### Placement view, run 1

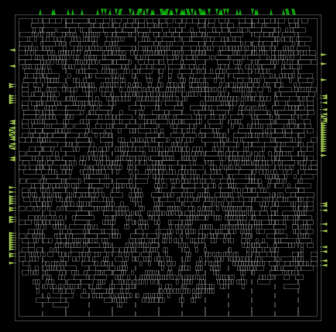
### Placement density heat map, run 1

Scale bar: 50 µm. The die is cut into 18 by 18 equal tiles; white is low, dark blue is high, 0 to 100% covered.
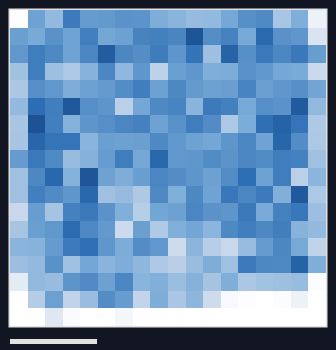
### Nets reached from selected ports, run 1

Scale bar: 50 µm.
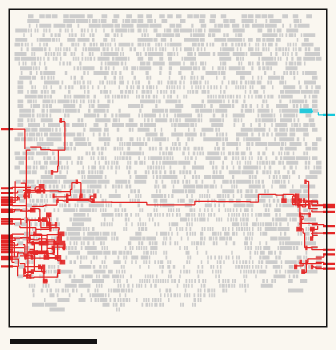
### PDN straps and rails, run 1

Scale bar: 50 µm. Pins as bars on the die edge. Tap cells in grey.
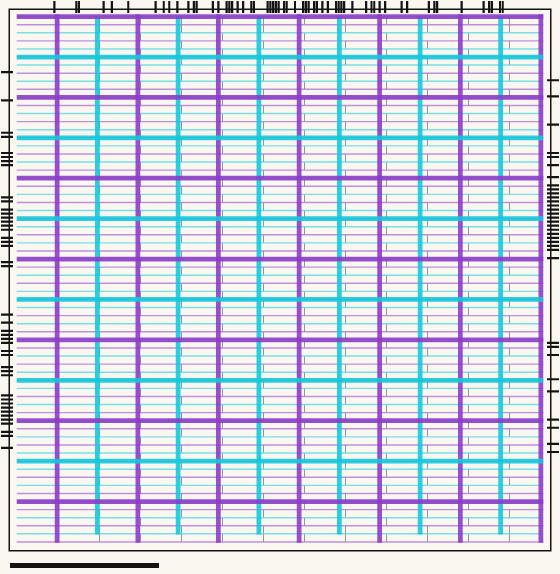
==> src/rtl/div_unit.sv <==
// Multi-cycle radix-2 restoring divider for DIV/DIVU: quotient to LO (r), remainder to HI (r2).
// Works on operand magnitudes and applies the signs in a final fix-up cycle.
module div_unit #(
  parameter int unsigned WIDTH = 32
) (
  input  logic             clk,
  input  logic             rst,
  input  logic             start,
  input  logic             sgn,
  input  logic [WIDTH-1:0] a,
  input  logic [WIDTH-1:0] b,
  output logic             busy,
  output logic             done,
  output logic [WIDTH-1:0] r,
  output logic [WIDTH-1:0] r2,
  output logic             dz
);

  localparam int unsigned CW = $clog2(WIDTH);

  typedef enum logic [1:0] {IDLE, CALC, FIX} state_t;

  state_t           state;
  logic [CW-1:0]    cnt;
  logic [WIDTH-1:0] rem;
  logic [WIDTH-1:0] quo;
  logic [WIDTH-1:0] dvs;
  logic [WIDTH-1:0] araw;
  logic             negq;
  logic             negr;
  logic             zdiv;

  logic [WIDTH-1:0] amag;
  logic [WIDTH-1:0] bmag;
  logic [WIDTH:0]   sh;
  logic [WIDTH-1:0] diff;
  logic             fit;

  // |x| of the most negative value is 2^(WIDTH-1), which still fits the unsigned datapath.
  assign amag = (sgn && a[WIDTH-1]) ? -a : a;
  assign bmag = (sgn && b[WIDTH-1]) ? -b : b;

  // Restoring step: the shifted partial remainder is WIDTH+1 bits wide; if its top bit is set it
  // already exceeds any divisor, and the low-bit difference is then the exact new remainder.
  assign sh   = {rem, quo[WIDTH-1]};
  assign diff = sh[WIDTH-1:0] - dvs;
  assign fit  = sh[WIDTH] || (sh[WIDTH-1:0] >= dvs);

  always_ff @(posedge clk) begin
    if (rst) begin
      state <= IDLE;
      cnt   <= '0;
      rem   <= '0;
      quo   <= '0;
      dvs   <= '0;
      araw  <= '0;
      negq  <= 1'b0;
      negr  <= 1'b0;
      zdiv  <= 1'b0;
      busy  <= 1'b0;
      done  <= 1'b0;
      r     <= '0;
      r2    <= '0;
      dz    <= 1'b0;
    end else begin
      done <= 1'b0;
      case (state)
        IDLE: begin
          if (start) begin
            araw  <= a;
            quo   <= amag;
            dvs   <= bmag;
            rem   <= '0;
            negq  <= sgn & (a[WIDTH-1] ^ b[WIDTH-1]);
            negr  <= sgn & a[WIDTH-1];
            zdiv  <= (b == '0);
            cnt   <= CW'(WIDTH - 1);
            busy  <= 1'b1;
            state <= (b == '0) ? FIX : CALC;
          end
        end
        CALC: begin
          rem <= fit ? diff : sh[WIDTH-1:0];
          quo <= {quo[WIDTH-2:0], fit};
          cnt <= cnt - CW'(1);
          if (cnt == '0) begin
            state <= FIX;
          end
        end
        FIX: begin
          if (zdiv) begin
            r  <= '1;
            r2 <= araw;
            dz <= 1'b1;
          end else begin
            r  <= negq ? -quo : quo;
            r2 <= negr ? -rem : rem;
            dz <= 1'b0;
          end
          busy  <= 1'b0;
          done  <= 1'b1;
          state <= IDLE;
        end
        default: state <= IDLE;
      endcase
    end
  end

endmodule

==> config.mk <==
export PLATFORM = sky130hd
export DESIGN_NAME = div_unit
export DESIGN_NICKNAME = d
export VERILOG_FILES = /design/src/rtl/div_unit.sv
export SDC_FILE = /design/constraint.sdc
export NUM_CORES = 1
export LEC_CHECK = 0
export ABC_AREA = 1
export CORE_MARGIN = 2
export CORE_UTILIZATION = 45
export CTS_CLUSTER_DIAMETER = 40
export DETAILED_ROUTE_END_ITERATION = 8
export GPL_TIMING_DRIVEN = 0
export PLACE_DENSITY = 0.65
export RECOVER_POWER = 25
export REMOVE_ABC_BUFFERS = 1
export SKIP_CTS_REPAIR_TIMING = 1
export SYNTH_ARGS = -nofsm -noshare
export SYNTH_HDL_FRONTEND = slang
export SYNTH_SLANG_ARGS = --single-unit
==> constraint.sdc <==
create_clock -name clk -period 5.7 [get_ports clk]
set_clock_uncertainty 0.2 [all_clocks]
set_input_delay 1.71 -clock clk [delete_from_list [all_inputs] [get_ports clk]]
set_output_delay 1.71 -clock clk [all_outputs]
set_load 0.01 [all_outputs]
==> highlights.md, run 1 <==
* 2357 — number of instances in the synthesized netlist
* sky130_fd_sc_hd__nand2_1 — most used cell, CP
* 35 — total CTS buffers
* 363.3 nW/µm² — power per cell area
* 19.57% — signed area change from the synthesized netlist to the final layout
* finished with violations — run status
* 7.081% — clk cell area share
* dvs[9]$_SDFFE_PP0P_ — CP endpoint
* 24.14% — flip-flop and latch share of the layout cell area
* 0 — number of nets with antenna violations after detailed routing
* 205 — synthesis-stage register bit count
* 5.04 ns — arrival time reported for the critical path endpoint
* 0.00215 W — clock group total power
* 0.003742 W — internal power consumption
* 0.00169 W — reported sequential group power
* 1.39 ns — worst reg2reg setup slack
* 2 — # H-tree levels
* 2808 — total placed cells including tap cells
* 45 — Slew Limit Fails
* 4104 µm² — Storage cell area
* 33030 µm² — die area
* 7 — CP Depth
* 0.006175 W — overall power
* 5.91 ns — data required time at the worst endpoint
* 84.72% — share of the clock period used by the worst path
* 0 — detailed-route DRC error count
* 45 — number of clock-tree buffers in the layout
* 2550 — net count of the finished layout
* sky130_fd_sc_hd__clkinv_1 — slowest stage cell on the critical path
* 7 — R2R cell count
* 0 — Final setup viols
* 4.829 ns — time the worst path needs with I/O delays and setup
* 0.00233 W — Power Combinational
* 89 — maximum number of pins on one net before global-route repair
* 647 x sky130_fd_sc_hd__nand2_1, 355 x sky130_fd_sc_hd__inv_1, 228 x sky130_fd_sc_hd__nor2_1 — highest-count cells in the layout ignoring fill and taps
* max-capacitance violations, max-slew violations — failing checks
* 0 — Yosys Warn Count
* 1 — Max Cap Viol
* 74.42 mm — global-route wire length before repair
* clkdlybuf4s50_1, nand2_1, clkinv_1, o31ai_1, o21ai_0, nand2_1, inv_1 — cells along the critical path
* 2870 — Non-Filler Instances
Back to the opening pictures, 'Placement view':
final standard cell utilization of the core: 54.29%
cell row count: 65
core area: 31310 µm²
number of fill cells: 3164

Back to the opening pictures, 'Placement density heat map':
nearly empty tiles: 6.5%
tiles over 75% full: 5.9%
mean over tiles: 50%

Back to the opening pictures, 'Nets reached from selected ports':
[done] cyan | direction: output | edge: right | end cells: 1 | wire: 6.70 µm
[b] red | direction: input | edge: 23 left, 9 right | end cells: 77 | wire: 1330 µm
PortBufs: 134
Boundary Pins: 135

Back to the opening pictures, 'PDN straps and rails':
[VSS] purple
[VDD] cyan
met4 straps: 13
met5 straps: 13
rows: 65
met1 rails: 66
worst vdd rail ir drop: 0.1947 mV
die width: 181.7 µm
height of the die: 181.7 µm

-- run 1: worst min path at each step --
stage | slack, ns | startpoint | end
after floorplan | 0.23 | araw[12]$_SDFFE_PP0P_ | araw[12]$_SDFFE_PP0P_
after global placement | 0.23 | araw[31]$_SDFFE_PP0P_ | araw[31]$_SDFFE_PP0P_
after detailed placement | 0.24 | araw[31]$_SDFFE_PP0P_ | araw[31]$_SDFFE_PP0P_
after CTS | 0.25 | araw[31]$_SDFFE_PP0P_ | araw[31]$_SDFFE_PP0P_
after global routing | 0.28 | busy$_SDFFE_PP0P_ | busy$_SDFFE_PP0P_
final | 0.25 | araw[31]$_SDFFE_PP0P_ | araw[31]$_SDFFE_PP0P_
==> run 2, diff against run 1 <==
- clock period: 5.7 -> 4.65 ns (I/O delays scaled with it)
### PDN straps and rails, run 2

Scale bar: 50 µm. Pins as bars on the die edge. Tap cells in grey.
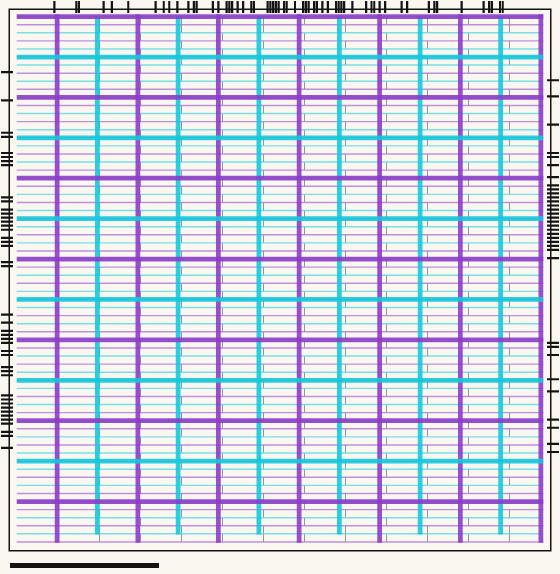
[VSS] purple
[VDD] cyan
signal pins: 135
rows: 65
tap cells: 402
worst vdd rail ir drop: 0.2382 mV

==> highlights.md, run 2 <==
* 2551 — net count of the finished layout
* 0.00287 W — Power Combinational
* 7 — R2R cell count
* 2357 — number of instances in the synthesized netlist
* dvs[9]$_SDFFE_PP0P_ — CP endpoint
* 0.004585 W — internal power consumption
* 0.75 ns — worst reg2reg setup slack
* finished, final reports clean — run status
* 647 x sky130_fd_sc_hd__nand2_1, 355 x sky130_fd_sc_hd__inv_1, 228 x sky130_fd_sc_hd__nor2_1 — highest-count cells in the layout ignoring fill and taps
* 31310 µm² — core area
* 54.26% — final standard cell utilization of the core
* 0 — Yosys Warn Count
* 0 — Max Cap Viol
* 4.71 ns — arrival time reported for the critical path endpoint
* araw[31]$_SDFFE_PP0P_ — launch point of the worst hold path
* primary input — CP startpoint kind
* clkdlybuf4s50_1, nand2_1, clkinv_1, o31ai_1, o21ai_0, nand2_1, inv_1 — cells along the critical path
* sky130_fd_sc_hd__nand2_1 — most used cell, CP
* 89 — maximum number of pins on one net before global-route repair
* 2 — # H-tree levels
* sky130_fd_sc_hd__clkinv_1 — slowest stage cell on the critical path
* 0.00263 W — clock group total power
* 2871 — Non-Filler Instances
* 181.7 µm — die width
* 4.504 ns — time the worst path needs with I/O delays and setup
* araw[31]$_SDFFE_PP0P_ — destination of the worst hold path
* 35 — total CTS buffers
* 19.51% — signed area change from the synthesized netlist to the final layout
* 445.9 nW/µm² — power per cell area
* 0 — number of nets with antenna violations after detailed routing
* 2.454% — Max-slew headroom
* 0 — detailed-route DRC error count
* 2808 — total placed cells including tap cells
* 0 — EDFF count, synth
* 0.51 ns — clock latency on the worst-skew pair
* 96.85% — share of the clock period used by the worst path
* 205 — synthesis-stage register bit count
* 33030 µm² — die area
* 7 — CP Depth
* 0.00208 W — reported sequential group power
* 4.86 ns — data required time at the worst endpoint
* 134 — PortBufs
* 0 — Slew Limit Fails
* 0 — Final setup viols
### Placement density heat map, run 2

Scale bar: 50 µm. The die is cut into 18 by 18 equal tiles; white is low, dark blue is high, 0 to 100% covered.
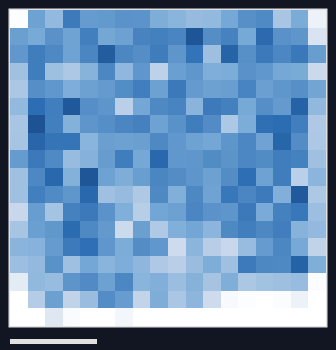
tiles over 75% full: 5.9%
fullest tile: 86%
nearly empty tiles: 6.5%
mean over tiles: 50%

==> run 2: cell counts after synthesis <==
Identical to the previous run, type by type.
==> run 2: per-stage QoR <==
stage	power [W]	setup TNS, ns
after floorplan	0.004094	-63.04
after global placement	0.004884	-820.81
after detailed placement	0.004930	-0.5742
after CTS	0.007587	0
after global routing	0.008088	0
final	0.007577	0
==> run 2: cell type report <==
cell class	instances	area [µm²]
fill	3166	14320
multi-input combinational	1689	8323
sequential	205	4104
timing repair buffer	140	1456
inverter	373	1400
clock buffer	45	1016
tap	402	503.0
clock inverter	17	187.7
==> run 2: layer usage <==
metal	up-vias	GRT usage, %	routed length, µm
li1	7745	-	-
met1	7038	39.62	21770
met2	529	43.56	20000
met3	72	4.473	3652
met4	2	8.325	1086
met5	-	0	13
==> run 3, diff against run 2 <==
- CORE_UTILIZATION: 45 -> 30
- PLACE_DENSITY: 0.65 -> default
### Placement view, run 3

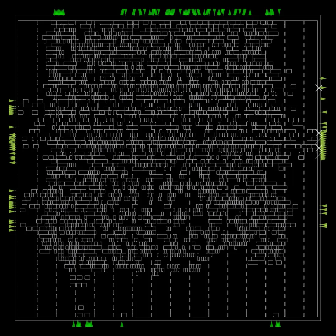
number of flip-flops and latches: 205
Non-Filler Instances: 3087
final standard cell utilization of the core: 37.20%
number of well taps: 607

==> highlights.md, run 3 <==
* finished with violations — run status
* design-rule violations — failing checks
* 0 ns — accumulated negative setup slack
* 0 — Final setup viols
* 0 — Max Cap Viol
* sky130_fd_sc_hd__clkinv_1 — slowest stage cell on the critical path
* 0 — Slew Limit Fails
* 647 x sky130_fd_sc_hd__nand2_1, 354 x sky130_fd_sc_hd__inv_1, 228 x sky130_fd_sc_hd__nor2_1 — highest-count cells in the layout ignoring fill and taps
* 49140 µm² — die area
* 2 — # H-tree levels
* 135 — Boundary Pins
* primary input — CP startpoint kind
* 4.60 ns — arrival time reported for the critical path endpoint
* 0.2753 mV — worst vdd rail ir drop
* 94 — maximum number of pins on one net before global-route repair
* 450.7 nW/µm² — power per cell area
* 0.00291 W — Power Combinational
* 221.7 µm — height of the die
* clkdlybuf4s50_1, nand2_1, clkinv_1, o31ai_1, nand2_1, xor2_1, a21oi_1 — cells along the critical path
* 21.98 mm — length of routed met2 wiring
* met4 — top layer used by detailed routing
* 23.82 mm — total routed wire length on the met1 layer
* 0 — EDFF count, synth
* 39 — total CTS buffers
* 77.89 mm — global-route wire length before repair
* 134 — PortBufs
* 10 — detailed-route DRC error count
* 205 — synthesis-stage register bit count
* 221.7 µm — die width
* 79 — cell row count
* 0 — number of nets with antenna violations after detailed routing
* 3013 — total placed cells including tap cells
* 0.004685 W — internal power consumption
* 0.00208 W — reported sequential group power
* 22.09% — signed area change from the synthesized netlist to the final layout
* 4.82 ns — data required time at the worst endpoint
* 2357 — number of instances in the synthesized netlist
* sky130_fd_sc_hd__nand2_1 — most used cell, CP
### Placement density heat map, run 3

Scale bar: 50 µm. The die is cut into 22 by 22 equal tiles; white is low, dark blue is high, 0 to 100% covered.
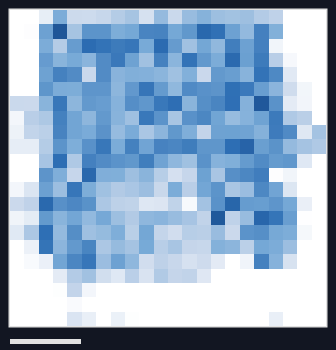
fullest tile: 85%
densest ninth of the die: top centre
mean over tiles: 34%
emptiest ninth of the die: lower right
nearly empty tiles: 25%

[run 3: cell counts after synthesis]
No cell type changed its count.
[run 3: final cells by class]
cell class	instances	area, µm²
clock buffer	47	1066
inverter	373	1400
clock inverter	23	242.7
fill	5060	29300
sequential	205	4104
multi-input combinational	1689	8323
timing repair buffer	140	1454
tap	607	759.5
antenna	3	7.507
[run 3: worst paths after layout]
kind,end,slack [ns],cells past startpoint
hold reg to reg,araw[12]$_SDFFE_PP0P_,0.25,2
hold / removal,araw[12]$_SDFFE_PP0P_,0.25,2
setup / recovery,dvs[11]$_SDFFE_PP0P_,0.22,7
setup reg to reg,r2[27]$_SDFFE_PP0P_,0.79,7
[run 3: metal layers]
layer	vias to the layer above	track usage, %
li1	7788	-
met1	7106	27.86
met2	515	31.11
met3	62	2.995
met4	0	5.449
met5	-	0

==> layout pictures side by side <==
Logic cells by family.
Plate I
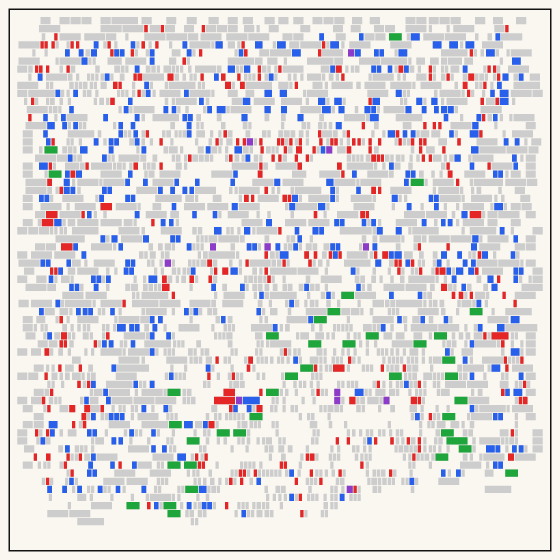
Plate II
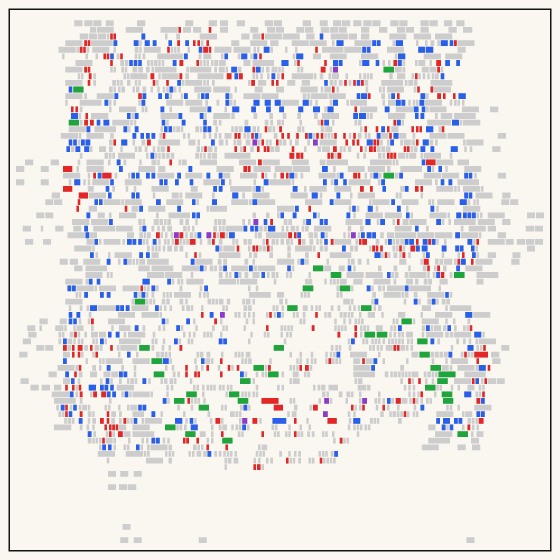
| from | picture |
|---|---|
| run 2 | Plate I |
| run 3 | Plate II |

No activity file was given, so power comes from the tool's default toggle rates.
